**config.mk**
```make
export PLATFORM = sky130hd
export DESIGN_NAME = mem_stage_ctrl
export DESIGN_NICKNAME = d
export VERILOG_FILES = /design/src/rtl/mem_stage_ctrl.sv
export SDC_FILE = /design/constraint.sdc
export NUM_CORES = 1
export LEC_CHECK = 0
export CAP_MARGIN = 25
export CORE_AREA = 2 2 136 138
export DETAILED_ROUTE_END_ITERATION = 12
export DIE_AREA = 0 0 138 140
export GPL_TIMING_DRIVEN = 0
export PLACE_DENSITY = 0.59
export SYNTH_ARGS = -nofsm -noshare
export SYNTH_HDL_FRONTEND = slang
export SYNTH_SLANG_ARGS = --single-unit
```
**constraint.sdc**
```tcl
create_clock -name CLK -period 2.1 [get_ports CLK]
set_input_delay 0.42 -clock CLK [delete_from_list [all_inputs] [get_ports CLK]]
set_output_delay 0.42 -clock CLK [all_outputs]
set_load 0.1 [all_outputs]
```
**src/rtl/mem_stage_ctrl.sv**
```systemverilog
// Memory-stage controller: turns M-stage controls into dcache requests, stalls until
// the access completes, holds load data across external stalls, resolves branches.
module mem_stage_ctrl (
  input  logic        CLK,
  input  logic        nRST,
  input  logic        mem_read_i,
  input  logic        mem_write_i,
  input  logic        branch_i,
  input  logic        alu_zero_i,
  input  logic [31:0] alu_output_i,
  input  logic [31:0] adder_result_i,
  input  logic [31:0] store_data_i,
  input  logic        wb_regwrite_i,
  input  logic        wb_memtoreg_i,
  input  logic [4:0]  reg_dst_i,
  input  logic        ext_stall_i,
  input  logic        dhit,
  input  logic [31:0] dmemload,
  output logic        dREN,
  output logic        dWEN,
  output logic [31:0] daddr,
  output logic [31:0] dstore,
  output logic        mem_stall_o,
  output logic        branch_taken_o,
  output logic [31:0] branch_target_o,
  output logic        flush_o,
  output logic        misaligned_o,
  output logic        wb_regwrite_o,
  output logic        wb_memtoreg_o,
  output logic [4:0]  wb_reg_dst_o,
  output logic [31:0] wb_alu_o,
  output logic [31:0] wb_load_o,
  output logic [31:0] stall_cnt_o
);

  localparam logic [1:0] IDLE = 2'd0;
  localparam logic [1:0] WAIT = 2'd1;
  localparam logic [1:0] HOLD = 2'd2;

  logic [1:0]  state_q, state_d;
  logic [31:0] load_q, load_d;
  logic [31:0] stall_cnt_q, stall_cnt_d;
  logic        mem_op, access, in_hold;

  assign mem_op       = mem_read_i | mem_write_i;
  assign misaligned_o = mem_op & (alu_output_i[1:0] != 2'b00);
  assign access       = mem_op & ~misaligned_o;
  assign in_hold      = (state_q == HOLD);

  // Requests are gated by nRST so nothing reaches the cache while reset is held.
  assign dREN        = nRST & access & mem_read_i & ~mem_write_i & ~in_hold;
  assign dWEN        = nRST & access & mem_write_i & ~in_hold;
  assign daddr       = alu_output_i;
  assign dstore      = store_data_i;
  assign mem_stall_o = nRST & access & ~in_hold & ~dhit;

  assign wb_regwrite_o = wb_regwrite_i & ~misaligned_o;
  assign wb_memtoreg_o = wb_memtoreg_i;
  assign wb_reg_dst_o  = reg_dst_i;
  assign wb_alu_o      = alu_output_i;
  assign wb_load_o     = in_hold ? load_q : dmemload;
  assign stall_cnt_o   = stall_cnt_q;

  assign branch_taken_o  = branch_i & alu_zero_i;
  assign flush_o         = branch_taken_o & ~ext_stall_i;
  assign branch_target_o = adder_result_i;

  always_comb begin
    state_d = state_q;
    case (state_q)
      IDLE: begin
        if (access) begin
          if (dhit) state_d = ext_stall_i ? HOLD : IDLE;
          else      state_d = WAIT;
        end
      end
      WAIT: begin
        if (dhit) state_d = ext_stall_i ? HOLD : IDLE;
      end
      HOLD: begin
        if (!ext_stall_i) state_d = IDLE;
      end
      default: state_d = IDLE;
    endcase
  end

  always_comb begin
    load_d = load_q;
    if (dREN && dhit) load_d = dmemload;
  end

  // Saturating: stays at all-ones once reached.
  always_comb begin
    stall_cnt_d = stall_cnt_q;
    if (mem_stall_o && (stall_cnt_q != 32'hFFFF_FFFF)) stall_cnt_d = stall_cnt_q + 32'd1;
  end

  always_ff @(posedge CLK or negedge nRST) begin
    if (!nRST) begin
      state_q     <= IDLE;
      load_q      <= 32'd0;
      stall_cnt_q <= 32'd0;
    end else begin
      state_q     <= state_d;
      load_q      <= load_d;
      stall_cnt_q <= stall_cnt_d;
    end
  end

endmodule

```
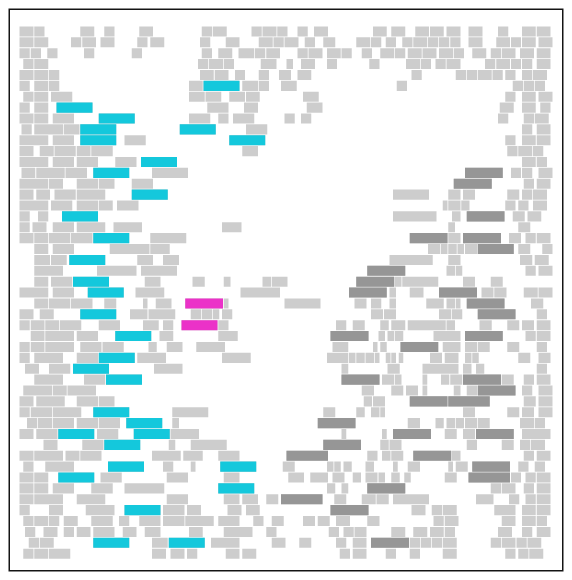
(run_1/registers.png)
Drawn at 4 px/um.
name in the netlist	colour	flops
`load_q`	cyan	32
`state_q`	magenta	2

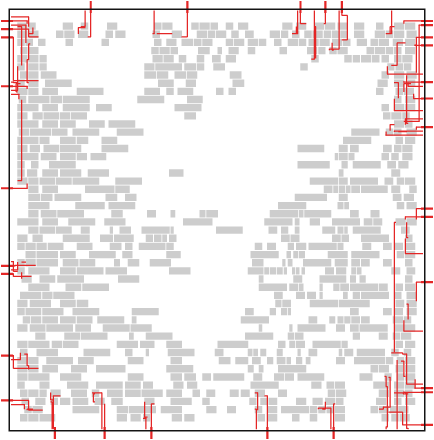
(run_1/port_nets.png)
Drawn at 3 px/um.
port	colour	direction	edge	end cells	wire
`branch_target_o`	red	output	13 right, 9 left, 5 top, 5 bottom	0	905 um

==> results.txt, run 1 <==
run results: outcome complete, but fails checks, failing checks setup timing, Die Area 19300 um^2, vias in the first global route 4002, met3 Track Usage GR 5.20%, Flop pwr share 25.0%, IO Pins 348, dpl hpwl 10100 um, cell mode on critical path buf_6, Setup Buffers After CTS 10, Reg clk slew, reported paths 0.05 ns, most common cell in the netlist buf_4, layout cells sized above 1 49.3%, R2R depth 7, Post-CTS Hold Buffers 0, DRT antenna net count 0, setup TNS -1.53 ns, Num CTS Buffers 9, ys async rst share 100%, logic share of the area 22.7%, Worst R2R Start state_q[1], highest metal used met4, Clock Sinks 66, synth warn 0, P_seq 0.00154 W, # rows 49, NetSw 0.00268 W, final hold slack 0.0314 ns, Worst Setup Start Kind flop, Slew Viols, Final 0, sw frac 43.6%, GRT met2 Usage 24.5%, Post-synth area hogs dfrtp_1, buf_4, mux2_4, root buf cell clkbuf_16, clock group share of total power 26.7%, P_comb 0.00297 W, Clock group 0.00164 W, CTS tree done, Log Warnings 29, Die Ht 140 um, routed len/inst 15.4 um, CP max FO 5, EDFF count, synth 0, most common logic cell in the routed design clkdlybuf4s50_1, Synth top cells by count buf_4, dfrtp_1, mux2_2, mux2_4, xnor2_1, Min Clock Period, post-route 2.22 ns, Leak Pwr 3.92 nW, register share after synthesis 37.2%, pre-CTS setup slack -1.49 ns, Tcrit/Tclk final 106%, unrepaired setup endpoints after global routing yes, worst-path cell with the longest stage delay dfrtp_2, port bufs 247, Max Clk Rate 450 MHz, Top Usage Layer GRT met2, WL met1 5360 um, worst-path cell chain nor2b_4 -> buf_6 -> buf_6 -> mux2_4 -> buf_12, buffering overhead 49.6%, n_taps 229, combinational gate count 186, Final WS setup -0.124 ns, nets 820, critical path class flop to primary output, YS chip area 4440 um^2, Vias/cell 4.20, grt total ovfl 0, Power Internal 0.00347 W, Mux area share 19.0%, largest class buffers, critical path depth 5, Main power group combinational logic, GP Congestion 0.751, Critical Path Max Stage Delay 0.44 ns, Critical Path AT 1.80 ns, Detailed Route WL 14100 um, vias 3832, clk buf depth 2, largest net degree at the start of global routing 68, overall routing resource usage 14.0%, flop2flop setup slack 0.09 ns, Rel. slew slack 32.4%, Mean Syn Cell Area 11.1 um^2, r2r endpoint load_q[26], data required time of the critical path 1.68 ns, post-CTS sizing 394, Setup Skew 0.0122 ns, FF+latch area 1700 um^2, initial core utilization 25.0%, routed length on met3 1420 um, Inverters 2, initial antenna violation count 2, delay-heaviest family, CP buffers and inverters, bufs w/o clock 411, DR WL met2 7100 um, first-pass iteration count of the detailed router 4, Post-Synthesis Cells 399, Final setup viols 31, Worst IR Drop VDD 0.389 mV, ant diodes 2
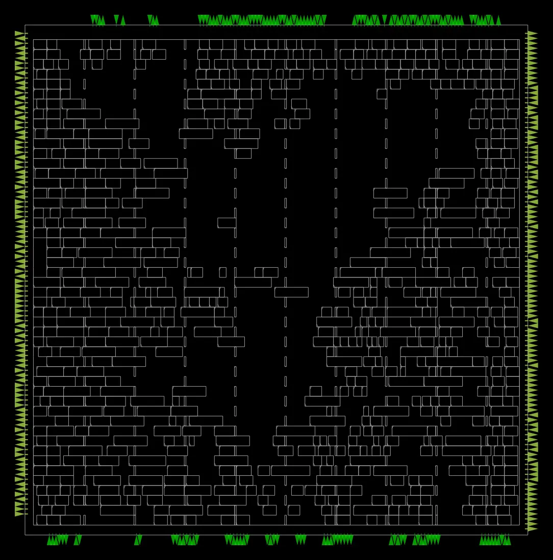
(run_1/final_placement.png)
Placeable Area: 17800 um^2
Seq/total area: 20.4%
final core occ: 47.0%

==> run_1/wire_density.png <==
Drawn at 3 px/um. 28 x 28 tiles, from dark blue (low) to red (high), scaled to the fullest tile. Values are wire area over tile area, all layers added.
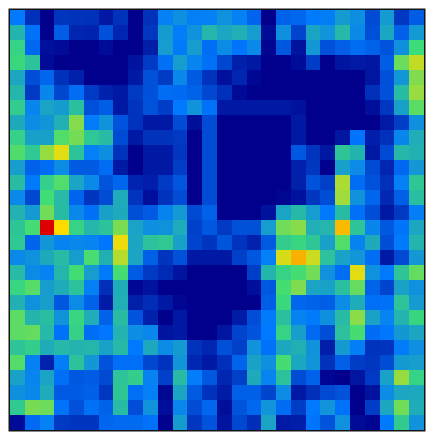

==> run 2, diff against run 1 <==
==> config.mk (replaced) <==
export PLATFORM = sky130hd
export DESIGN_NAME = mem_stage_ctrl
export DESIGN_NICKNAME = d
export VERILOG_FILES = /design/src/rtl/mem_stage_ctrl.sv
export SDC_FILE = /design/constraint.sdc
export NUM_CORES = 1
export LEC_CHECK = 0
export ABC_AREA = 1
export CAP_MARGIN = 25
export CORE_AREA = 2 2 133 135
export DETAILED_ROUTE_END_ITERATION = 12
export DIE_AREA = 0 0 135 137
export GPL_TIMING_DRIVEN = 0
export PLACE_DENSITY = 0.65
export SYNTH_ARGS = -nofsm -noshare
export SYNTH_HDL_FRONTEND = slang
export SYNTH_SLANG_ARGS = --single-unit
==> constraint.sdc (replaced) <==
create_clock -name CLK -period 2.6 [get_ports CLK]
set_input_delay 0.52 -clock CLK [delete_from_list [all_inputs] [get_ports CLK]]
set_output_delay 0.52 -clock CLK [all_outputs]
set_load 0.1 [all_outputs]
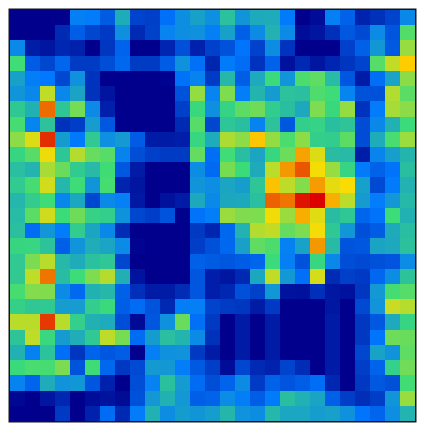
(run_2/wire_density.png)
Drawn at 3 px/um. 27 x 27 tiles, from dark blue (low) to red (high), scaled to the fullest tile. Values are wire area over tile area, all layers added.
densest ninth of the die	middle right
nearly empty tiles	12%
fullest tile	0.48

==> run 2 against run 1 <==
The flow now finishes without violations. Count of clock-buffer cells in the layout did not move. Sequential share of layout area rose by 0.26 points. First-iteration DRC count grew 88%. Critical endpoint is now stall_cnt_o[19]. Largest cell class unchanged. Largest power group unchanged. Highest routed layer unchanged.
==> results.txt, run 2 <==
run results: outcome finished, final reports clean, sw frac 47.2% (+3.6 points), Die Area 18500 um^2 (-4.3%), Seq/total area 20.6% (+0.26 points), largest net degree at the start of global routing 42 (-38%), most common cell in the netlist nand2_1, combinational gate count 431 (+130%), Leak Pwr 3.89 nW (-0.92%), synth warn 0 (unchanged), Setup Skew 0.00926 ns (-0.00292 ns), dpl hpwl 12600 um (+25%), clock group share of total power 25.1% (-1.6 points), Post-synth area hogs dfrtp_1, buf_4, nand2_1, pre-CTS setup slack -0.878 ns (+0.611 ns), layout cells sized above 1 24.3% (-25 points), initial antenna violation count 0 (-2), delay-heaviest family, CP buffers and inverters, unrepaired setup endpoints after global routing no, routed len/inst 12.8 um (-17%), routed length on met3 1670 um (+17%), vias 5113 (+33%), post-CTS sizing 212 (-46%), Vias/cell 4.23 (+0.65%), vias in the first global route 4955 (+24%), critical path class flop to primary output, Inverters 72 (+70), bufs w/o clock 399 (-2.9%), NetSw 0.00209 W (-22%), clk buf depth 2 (unchanged), flop2flop setup slack 0.73 ns (+0.64 ns), FF+latch area 1650 um^2 (-2.9%), GP Congestion 0.922 (+23%), data required time of the critical path 2.08 ns (+0.40 ns), Num CTS Buffers 9 (unchanged), Worst R2R Start stall_cnt_o[0], critical path depth 1 (-4), Post-Synthesis Cells 720 (+80%), DRT antenna net count 0 (unchanged), nets 1123 (+37%), Reg clk slew, reported paths 0.06 ns (about the same), P_seq 0.00121 W (-21%), Log Warnings 27 (-6.9%), register share after synthesis 33.7% (-3.5 points), EDFF count, synth 0 (unchanged), port bufs 247 (unchanged), WL met1 5720 um (+6.7%), met3 Track Usage GR 6.89% (+1.7 points), largest class buffers, r2r endpoint stall_cnt_o[15], root buf cell clkbuf_16, Final WS setup 0.0527 ns (+0.176 ns), R2R depth 11 (+4), most common logic cell in the routed design nand2_1, GRT met2 Usage 29.8% (+5.4 points), Flop pwr share 27.3% (+2.3 points), CTS tree done, Final setup viols 0 (-100%), Power Internal 0.00234 W (-33%), Mux area share 0% (-19 points), final core occ 46.9% (-0.056 points), Post-CTS Hold Buffers 0 (unchanged), Clock Sinks 66 (unchanged), Placeable Area 17100 um^2 (-4.1%)
==> run_2/metal_stack.png <==
Drawn at 3 px/um. Two of the layers only.
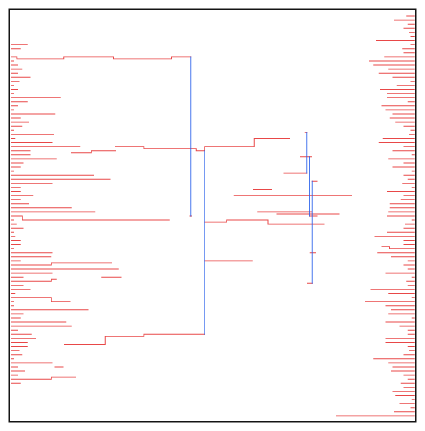

==> run 3, diff against run 2 <==
--- a/config.mk
+++ b/config.mk
@@ -7,11 +7,12 @@
 export LEC_CHECK = 0
 export ABC_AREA = 1
 export CAP_MARGIN = 25
-export CORE_AREA = 2 2 133 135
+export CORE_AREA = 4 4 132 134
 export DETAILED_ROUTE_END_ITERATION = 12
-export DIE_AREA = 0 0 135 137
+export DIE_AREA = 0 0 136 138
 export GPL_TIMING_DRIVEN = 0
-export PLACE_DENSITY = 0.65
+export PLACE_DENSITY = 0.67
+export SLEW_MARGIN = 10
 export SYNTH_ARGS = -nofsm -noshare
 export SYNTH_HDL_FRONTEND = slang
 export SYNTH_SLANG_ARGS = --single-unit
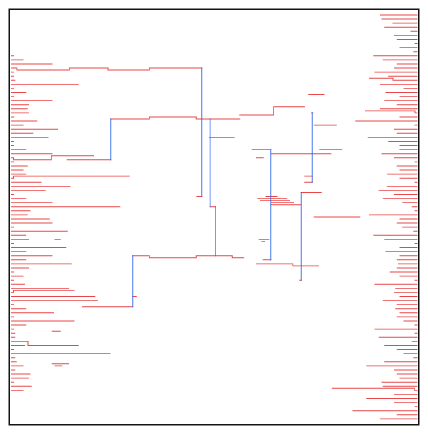
(run_3/metal_stack.png)
Drawn at 3 px/um. Two of the layers only.
layer	colour	wire length
met4	blue	208 um
met3	red	1910 um
overall routing resource usage: 16.5%
routed len/inst: 13.3 um
Detailed Route WL: 16000 um

==> run 3 against run 2 <==
Cell area increased by 0.25%. Sequential share of layout area decreased by 0.052 points. Highest routed layer unchanged. Core utilization increased by 2.3 points. Flip-flop count unchanged. Hold slack improved by 0.0061 ns. First-iteration DRC count decreased by 32%.
==> results.txt, run 3 <==
run results: outcome finished, final reports clean, NetSw 0.00211 W (+0.82%), pre-CTS setup slack -0.834 ns (+0.0444 ns), Power per Cell Area 564 nW/um^2, Power Internal 0.00241 W (+3.2%), grt total ovfl 0, register share after synthesis 33.7% (unchanged), Vias/cell 4.30 (+1.6%), Placeable Area 16300 um^2 (-4.5%), delay-heaviest family, CP buffers and inverters, CTS tree done, WL met1 5830 um (+1.9%), Die Area 18800 um^2 (+1.5%), Num CTS Buffers 9 (unchanged), largest net degree at the start of global routing 42 (unchanged), Worst R2R Start stall_cnt_o[0], FF+latch area 1650 um^2 (unchanged), critical path class flop to primary output, Logic area 2000 um^2, port bufs 247 (unchanged), Flop pwr share 26.8% (-0.5 points), Post-Synthesis Cells 720 (unchanged), floorplan net count 864, Leak Pwr 3.86 nW (-0.67%), Critical Path Max Stage Delay 1.20 ns, root buf cell clkbuf_16, first-pass iteration count of the detailed router 4, Post-CTS Hold Buffers 0 (unchanged), layout cells sized above 1 24.4% (+0.13 points), Inverters 72 (unchanged), vias in the first global route 5055 (+2.0%), sw frac 46.6% (-0.59 points), Seq/total area 20.6% (-0.052 points), r2r endpoint stall_cnt_o[20], GP Congestion 0.932 (+1.1%), EDFF count, synth 0 (unchanged), Die X 136 um, dpl hpwl 12900 um (+2.3%), critical path depth 1 (unchanged), Final WS setup 0.0456 ns (-0.00709 ns), Mux area share 0% (unchanged), vias 5170 (+1.1%), logic share of the area 25.0%, Slew Viols, Final 0, final core occ 49.2% (+2.3 points), most common cell in the netlist nand2_1, DRC violations left 0, unrepaired setup endpoints after global routing no, data required time of the critical path 2.08 ns (about the same), GRT met2 Usage 30.2% (+0.39 points), routed length on met3 1910 um (+14%), Post-synth area hogs dfrtp_1, buf_4, nand2_1, clock group share of total power 26.4% (+1.3 points), Reg clk slew, reported paths 0.06 ns (about the same), initial antenna violation count 0 (unchanged), largest class buffers, post-CTS sizing 212 (unchanged), nets 1123 (unchanged), DRT antenna net count 0 (unchanged), bufs w/o clock 399 (unchanged), clk buf depth 2 (unchanged), synth warn 0 (unchanged)
No activity file was given, so power comes from the tool's default toggle rates.
